`src/rtl/rom_256x8.sv`:
```
// rtl/rom_256x8.sv - 256x8 sine lookup ROM with registered address; `ROM_OUTREG_EN adds an output register.
// Quarter-wave table of 65 words, mirrored across 64 and complemented for the second half-period.
module rom_256x8 (
    input  logic       clock,
    input  logic       aclr,
    input  logic [7:0] address,
    output logic [7:0] q
);
    logic [7:0] r_addr_q;
    logic [6:0] w_half;
    logic [6:0] w_fold;
    logic [7:0] w_quarter;
    logic [7:0] w_data;

    always_ff @(posedge clock or posedge aclr) begin
        if (aclr) begin
            r_addr_q <= 8'd0;
        end else begin
            r_addr_q <= address;
        end
    end

    assign w_half = r_addr_q[6:0];
    // 65..127 fold back onto 63..1 (128 - h, computed modulo 128)
    assign w_fold = (w_half > 7'd64) ? (7'd0 - w_half) : w_half;

    always_comb begin
        w_quarter = 8'd0;
        case (w_fold)
            7'd0:  w_quarter = 8'd128;
            7'd1:  w_quarter = 8'd131;
            7'd2:  w_quarter = 8'd134;
            7'd3:  w_quarter = 8'd137;
            7'd4:  w_quarter = 8'd140;
            7'd5:  w_quarter = 8'd143;
            7'd6:  w_quarter = 8'd146;
            7'd7:  w_quarter = 8'd149;
            7'd8:  w_quarter = 8'd152;
            7'd9:  w_quarter = 8'd155;
            7'd10: w_quarter = 8'd158;
            7'd11: w_quarter = 8'd162;
            7'd12: w_quarter = 8'd165;
            7'd13: w_quarter = 8'd167;
            7'd14: w_quarter = 8'd170;
            7'd15: w_quarter = 8'd173;
            7'd16: w_quarter = 8'd176;
            7'd17: w_quarter = 8'd179;
            7'd18: w_quarter = 8'd182;
            7'd19: w_quarter = 8'd185;
            7'd20: w_quarter = 8'd188;
            7'd21: w_quarter = 8'd190;
            7'd22: w_quarter = 8'd193;
            7'd23: w_quarter = 8'd196;
            7'd24: w_quarter = 8'd198;
            7'd25: w_quarter = 8'd201;
            7'd26: w_quarter = 8'd203;
            7'd27: w_quarter = 8'd206;
            7'd28: w_quarter = 8'd208;
            7'd29: w_quarter = 8'd211;
            7'd30: w_quarter = 8'd213;
            7'd31: w_quarter = 8'd215;
            7'd32: w_quarter = 8'd218;
            7'd33: w_quarter = 8'd220;
            7'd34: w_quarter = 8'd222;
            7'd35: w_quarter = 8'd224;
            7'd36: w_quarter = 8'd226;
            7'd37: w_quarter = 8'd228;
            7'd38: w_quarter = 8'd230;
            7'd39: w_quarter = 8'd232;
            7'd40: w_quarter = 8'd234;
            7'd41: w_quarter = 8'd235;
            7'd42: w_quarter = 8'd237;
            7'd43: w_quarter = 8'd238;
            7'd44: w_quarter = 8'd240;
            7'd45: w_quarter = 8'd241;
            7'd46: w_quarter = 8'd243;
            7'd47: w_quarter = 8'd244;
            7'd48: w_quarter = 8'd245;
            7'd49: w_quarter = 8'd246;
            7'd50: w_quarter = 8'd248;
            7'd51: w_quarter = 8'd249;
            7'd52: w_quarter = 8'd250;
            7'd53: w_quarter = 8'd250;
            7'd54: w_quarter = 8'd251;
            7'd55: w_quarter = 8'd252;
            7'd56: w_quarter = 8'd253;
            7'd57: w_quarter = 8'd253;
            7'd58: w_quarter = 8'd254;
            7'd59: w_quarter = 8'd254;
            7'd60: w_quarter = 8'd254;
            7'd61: w_quarter = 8'd255;
            7'd62: w_quarter = 8'd255;
            7'd63: w_quarter = 8'd255;
            7'd64: w_quarter = 8'd255;
            default: w_quarter = 8'd0;
        endcase
    end

    // Second half-period is 255 - first half, except the exact zero crossing at 128
    assign w_data = (r_addr_q[7] && (w_half != 7'd0)) ? ~w_quarter : w_quarter;

`ifdef ROM_OUTREG_EN
    logic [7:0] r_q;

    always_ff @(posedge clock or posedge aclr) begin
        if (aclr) begin
            r_q <= 8'h00;
        end else begin
            r_q <= w_data;
        end
    end

    assign q = r_q;
`else
    assign q = w_data;
`endif

endmodule

```
`config.mk`:
```
export PLATFORM = sky130hd
export DESIGN_NAME = rom_256x8
export DESIGN_NICKNAME = d
export VERILOG_FILES = /design/src/rtl/rom_256x8.sv
export SDC_FILE = /design/constraint.sdc
export NUM_CORES = 1
export LEC_CHECK = 0
export CELL_PAD_IN_SITES_DETAIL_PLACEMENT = 1
export CELL_PAD_IN_SITES_GLOBAL_PLACEMENT = 2
export CORE_ASPECT_RATIO = 0.5
export CORE_MARGIN = 2
export CORE_UTILIZATION = 35
export CTS_BUF_LIST = sky130_fd_sc_hd__clkbuf_4
export DETAILED_ROUTE_END_ITERATION = 6
export GPL_TIMING_DRIVEN = 0
export PLACE_DENSITY = 0.89
export SLEW_MARGIN = 30
export SYNTH_ARGS = -nofsm -noshare
export SYNTH_HDL_FRONTEND = slang
export SYNTH_SLANG_ARGS = --single-unit
```
`constraint.sdc`:
```
create_clock -name clock -period 8.29 [get_ports clock]
set_clock_uncertainty 0.1 [all_clocks]
set_input_delay 2.0725 -clock clock [delete_from_list [all_inputs] [get_ports clock]]
set_output_delay 2.0725 -clock clock [all_outputs]
set_load 0.02 [all_outputs]
```
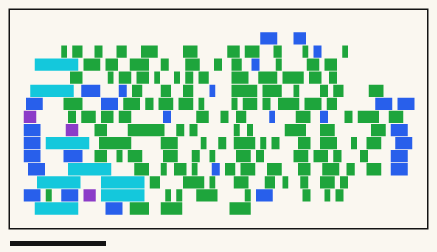
run_1/class_map.png
Scale bar: 20 microns.
| class | colour | cells |
|---|---|---|
| registers | cyan | 8 |
| clock-net drivers | purple | 3 |
| remaining buffers and delay cells | blue | 28 |
| remaining logic cells | green | 129 |

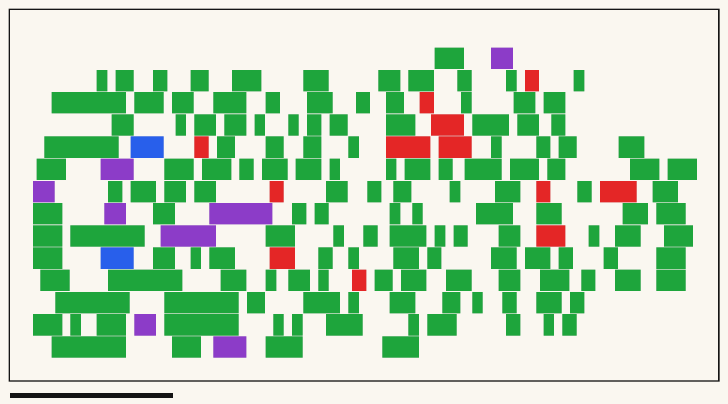
run_1/sizing.png
Scale bar: 20 microns.
| size | colour | cells |
|---|---|---|
| x3 and x4 | purple | 8 |
| x2 | red | 12 |
| x1 and smaller | green | 146 |
| x6 and larger | blue | 2 |

==> run summary, run 1 <==
Results of the full flow below.

Layout:
- The run puts the combinational gate area at 916 sq um.
- The repair_antennas step left the layout with diodes totalling 0.
- In the final design database the tool counted 188 nets.

Yosys:
- The run puts the area share of and-or/or-and cells after synthesis at 0.345.
- The run gives the sequential share of the synthesized area as 0.167.
- The run puts the Yosys chip area at 1200 sq um.
- The run puts the count of instantiated cells in the yosys netlist at between 100 and 150.
- The run gives the post-synthesis sequential element count as 8.
- Per the post-synthesis report, the number of cells in the design is around 150.
- The run gives the portion of netlist area occupied by mux cells as 0.0439.

CTS:
- The run puts the sink count of the clock tree at 8.
- TritonCTS built the clock tree.
- The run puts the hold-fix buffer count after cts at 0.
- After clock tree synthesis, the repair step resized 0 gates.

STA:
- The run gives the maximum clock rate as 148 MHz.
- The run puts the final number of setup-violating endpoints at 0.
- The run gives the worst setup margin as around 1500 ps.
- The final timing report lists a max-slew violation count of 0.
- The run gives the period utilization as 0.814.
- The run gives the tightest slew margin relative to the limit as 0.451.

Detailed routing:
- The run gives the via count of the routed design as 1264.
- The run puts the total detailed-routing wirelength at 3.61 mm.
- In the per-layer summary, the met1 wirelength comes to 1.82 mm.
- After detailed routing, the met2 layer carries 1.66 mm of wire.

Placed design:
- The congestion estimate from routability-driven global placement came to roughly 0.85.
- The run gives the cell count after placement as 205.
- The HPWL after detailed placement is 2.72 mm.

Run status:
- The flow ran to the end, and the final reports show no timing, DRC or antenna violations.

Setup path:
- The run gives the data required time of the critical path as approximately 6100 ps.
- The run gives the top cell family by delay on the critical path as buffers and inverters.
- The run gives the total stage count of the critical path as 16.
- In the setup report, the worst path falls into the class register to primary output.
- The run gives the combined buffer and inverter count along the critical path as 4.

Flow run:
- The run gives the total number of warnings across the stage logs as 32.

Floorplanning:
- The initialized floorplan defines 14 standard-cell rows.

Min path:
- The type recorded for the worst min-delay path is primary input to async pin.
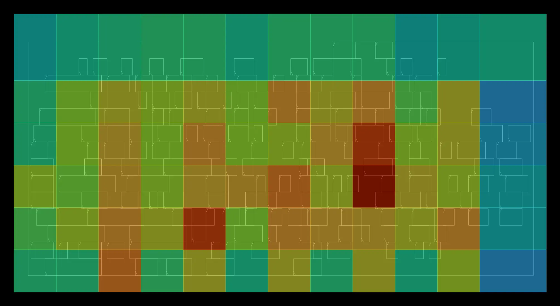
run_1/congestion_map.png
GRT Total Usage: 0.204
fin util: 0.462
M3 GR Usage: 0.0165
met1 Resource Use GR: 0.292
GRT Max-Usage Layer: met2

## run 1: area by class of cell
cell class | instances | share of cell area
inverter | 6 | 0.0155
sequential | 8 | 0.138
clock buffer | 3 | 0.0155
multi-input combinational | 123 | 0.632
buffer | 11 | 0.0466
timing repair buffer | 17 | 0.117
tap | 40 | 0.0345
## run 1: metrics by stage
step                power (mW)  cell area, sq um  utilization  hold slack (ps)
finish                   0.187              1450        0.462             1980
global route             0.202              1450        0.462             2010
CTS                      0.187              1440        0.459             1980
detailed placement       0.157              1420        0.452             2250
global placement         0.156              1420        0.452             2220
floorplan                0.120              1200            -             1790
## run 1: report_power, final
group | internal [mW] | total, mW | switching [mW]
clock | 0.0165 | 0.0286 | 0.0121
sequential | 0.0411 | 0.0447 | 0.00360
combinational | 0.0508 | 0.114 | 0.0628
total | 0.108 | 0.187 | 0.0785
## run 1: cells in the mapped netlist (all sizes together), types with 2 or more instances
cell type,n,share of area
nand2,12,0.038
o21ai,11,0.049
a21oi,9,0.038
buf,9,0.050
dfrtp,8,0.17
ha,8,0.084
nor2,8,0.025
inv,6,0.019
xor2,6,0.044
xnor2,5,0.037
a211oi,4,0.029
nand3,4,0.017
o211ai,4,0.025
o31ai,4,0.029
a31oi,3,0.016
and2,3,0.016
mux2i,3,0.025
nand2b,3,0.016
o311ai,3,0.022
or3,3,0.024
a211o,2,0.015
a22o,2,0.015
and2b,2,0.013
clkbuf,2,0.0063
mux2,2,0.019
nor3,2,0.0084
nor3b,2,0.013
o2111ai,2,0.015
o22ai,2,0.010
## run 1: kinds of logic after synthesis
logic type	count (synthesis)
compound gates	55
xor+xnor	11
fa+ha+maj	8
buf+inv	17
flops	8
mux	5
simple gates	44
==> inputs of run 2 (changes only) <==
- CORE_UTILIZATION: 35 -> 33
- PLACE_DENSITY: 0.89 -> 0.85
- clock period: 8.29 -> 6.6 ns (I/O delays scaled with it)
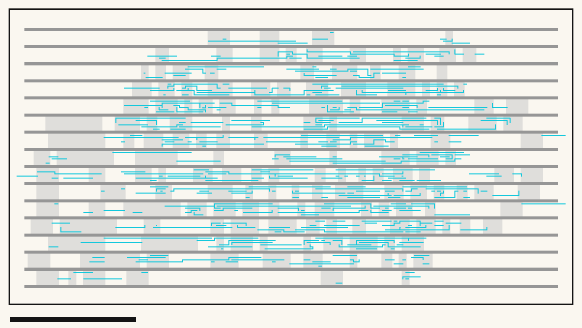
run_2/m1.png
Scale bar: 20 microns. Supply wires on this layer in grey. Cells faint in the background.
nets with wire on the layer: 160
main direction: horizontal
wire length on this layer: 1730 microns
share of all routed wire: 50%
longest straight run: 23.9 microns

==> run summary, run 2 <==
Results of the full flow below.

Run status:
- The flow ran to the end, and the final reports show no timing, DRC or antenna violations.

Setup path:
- STA lists the maximum fanout along the critical path as 12.
- The run gives the critical path data arrival time as 4510 ps.
- Among cell families on the critical path, the largest total delay comes from buffers and inverters.
- The run gives the startpoint class of the critical path as a register.
- STA classifies the critical path endpoint as a primary output.
- Traced cell by cell, the critical path runs through inv_1 -> ha_1 -> nand2b_1 -> o21ai_2 -> mux2i_1 -> buf_2 -> inv_1 -> ha_1 -> nor4bb_1 -> a21oi_1 -> o22ai_1 -> o211ai_1 -> o2111ai_1 -> o211ai_1 -> xnor2_1 -> clkdlybuf4s50_1.
- The run gives the start-to-end type of the worst setup path as register to primary output.
- The run puts the combined buffer and inverter count along the critical path at 4 (unchanged).
- The run gives the standard cell with the maximum stage delay on the critical path as sky130_fd_sc_hd__clkdlybuf4s50_1.
- The data required time of the critical path is 4850 ps (-1270 ps).

CTS:
- The run gives the hold-fix buffer count after cts as 0 (unchanged).
- The sink count of the clock tree was 8 (unchanged).
- The run gives the post-cts sizing count as 0 (unchanged).
- TritonCTS built the clock tree.
- The run gives the H-tree level count as 1.
- After clock tree synthesis, the clock-pin slew on the worst setup and hold paths is about 50 ps.
- The run puts the maximum buffer depth of the clock tree at 2.
- The number of setup buffers added after CTS is 0.
- The run puts the CTS buffer count at 3.
- The run gives the cell at the root of the clock tree as sky130_fd_sc_hd__clkbuf_4.

Layout:
- In the layout the commonest cells are sky130_fd_sc_hd__clkdlybuf4s50_1, sky130_fd_sc_hd__nand2_1, sky130_fd_sc_hd__o21ai_0.
- The run puts the count of antenna diodes in the layout at 0 (unchanged).
- The final-stage net count is 188 (unchanged).
- Counting only logic cells after layout, the most numerous master is sky130_fd_sc_hd__clkdlybuf4s50_1.
- The register with the most flip-flops in the final layout is r_addr_q.
- The count of cells in the finished layout, fillers not included, comes to 219.

Placed design:
- The run gives the cell count after placement as 216 (+5.4%).
- The run puts the routability congestion estimate from global placement at 0.814 (-4.4%).
- The run gives the total half-perimeter wirelength after legalization and detailed placement as 2.70 mm (-0.91%).

Detailed routing:
- The run gives the detailed-router iteration count before antenna repair as 4.
- The run puts the count of nets left with antenna violations after detail routing at 0.
- The run gives the average wire per cell in the routed design as 15.8 microns.
- In this run, the number of DRC markers left after iteration 0 of detailed routing was 36.
- The run puts the via count of the routed design at 1220 (-3.5%).
- The run puts the count of unresolved DRC violations after routing at 0.
- The total detailed-routing wirelength is 3.47 mm (-3.9%).
- The run puts the mean number of vias per cell at 5.57.

Global routing:
- Entering global routing, the biggest net connects 13 pins.
- The global route stage reports its total congestion overflow as 0.
- The run gives the total global routing track utilization as 0.182 (-0.0225).
- The run puts the first-pass GRT wire length at just under 6 mm.

Yosys:
- The share of Yosys cell area claimed by the top area cell type was 0.167 (unchanged).
- Counting the warning lines in the Yosys log gives 0.
- The post-synthesis sequential element count was 8 (unchanged).
- The run gives the mean instance size in the synthesized netlist as 8.09 sq um.
- Yosys attributes the largest share of cell area to sky130_fd_sc_hd__dfrtp_1, sky130_fd_sc_hd__ha_1, sky130_fd_sc_hd__xor2_1.
- The run puts the Yosys chip area at 1200 sq um (unchanged).
- The run gives the number of flops mapped to enable cells by yosys as 0.
- Summing every instance area after synthesis gives between 1000 and 1500 sq um.
- The run gives the most numerous cell in the Yosys netlist as sky130_fd_sc_hd__nand2_1.
- Synthesis produced a netlist with a net count of approximately 170.
- Counting instances in the post-synthesis netlist gives the leading cell types as sky130_fd_sc_hd__nand2_1, sky130_fd_sc_hd__o21ai_0, sky130_fd_sc_hd__a21oi_1.
- Summed over all instances, the cell type with the most area after synthesis is sky130_fd_sc_hd__dfrtp_1.
- The synthesized instance count is 148 (unchanged).
- The run puts the count of instantiated cells in the yosys netlist at 148 (unchanged).
- The run puts the sequential share of the synthesized area at 0.167 (unchanged).

STA:
- Setup repair after global routing left no endpoint under its margin.
- The tightest slew margin relative to the limit is 0.353 (-0.0984).
- The run gives the final number of setup-violating endpoints as 0 (unchanged).
- The post-route worst hold slack came to 1540 ps (-434 ps).
- Based on the critical path, the design can be clocked at up to 160 MHz.
- Looking at the max-slew report, the worst-margin pin has a slew of 965 ps.
- The run gives the period utilization as 0.948.
- The run gives the post-layout minimum cycle time as 6260 ps.
- The number of max-slew violations in the final report was 0 (unchanged).

Min path:
- The run gives the worst hold path class as primary input to async pin.

Floorplanning:
- The core region is 3450 sq um.
- The run puts the area enclosed by the die boundary at between 4000 and 5000 sq um.
- The run gives the floorplan row count as 15 (+1).
- The run puts the floorplan-stage core utilization at 0.347.
- The run puts the height of the die at 46.6 microns.
- The die is 89.2 microns wide.
- The run gives the I/O pin count as 18.

Power and ir drop:
- The run gives the maximum resistive drop on vdd as 0.000118 V.
- The run puts the static leakage power at 0.564 nW.
- The run puts the power density normalized to cell area at 159 nW/um^2.

Flow run:
- The run gives the tally of max-capacitance violations as 0.
- The run gives the total number of warnings across the stage logs as 32 (unchanged).
-- run 2: cell counts in the layout (fill, tap and decap cells not counted) --
Identical to the previous run, type by type.
-- run 2: layout make-up --
class	count	area, sq um
timing repair buffer	17	170
multi-input combinational	123	907
fill	433	2000
inverter	6	22.5
clock buffer	3	22.5
tap	51	63.8
buffer	11	67.6
sequential	8	201
-- run 2: final timing paths --
| check | startpoint | end | depth (start not counted) | slack (ps) |
|---|---|---|---|---|
| worst max-delay path | r_addr_q[0] | q[0] | 16 | 340 |
| worst min-delay path | aclr | r_addr_q[5] | 2 | 1540 |
| max in group asynchronous | aclr | r_addr_q[0] | 2 | 4620 |
| min in group clock | address[0] | r_addr_q[0] | 1 | 1740 |
-- run 2: per-stage QoR --
step	setup slack [ps]	power, mW	utilization	cell area [sq um]
3_5_place_dp	550	0.198	0.414	1430
2_1_floorplan	1740	0.150	-	1200
6_report	342	0.232	0.421	1460
5_1_grt	37.3	0.252	0.421	1460
4_1_cts	261	0.234	0.421	1450
3_3_place_gp	632	0.196	0.414	1430
-- run 2: power breakdown --
group	internal (mW)	total, mW	switching [mW]
combinational	0.0636	0.141	0.0778
sequential	0.0517	0.0562	0.00447
clock	0.0206	0.0342	0.0136
-- run 2: per-layer routing --
layer / vias to the layer above / share of wire / track usage
li1: 599 / - / -
met1: 601 / 0.50 / 0.264
met2: 20 / 0.47 / 0.316
met3: 0 / 0.031 / 0.0108
met4: 0 / 0 / 0.00896
met5: - / 0 / 0
-- run 2: cell families after synthesis --
group           count (synthesis)  synth area share
buf+inv                        17            0.0752
xor+xnor                       11            0.0805
simple gates                   44             0.205
mux                             5            0.0439
fa+ha+maj                       8            0.0836
compound gates                 55             0.345
flops                           8             0.167
Power and IR drop assume default switching activity.
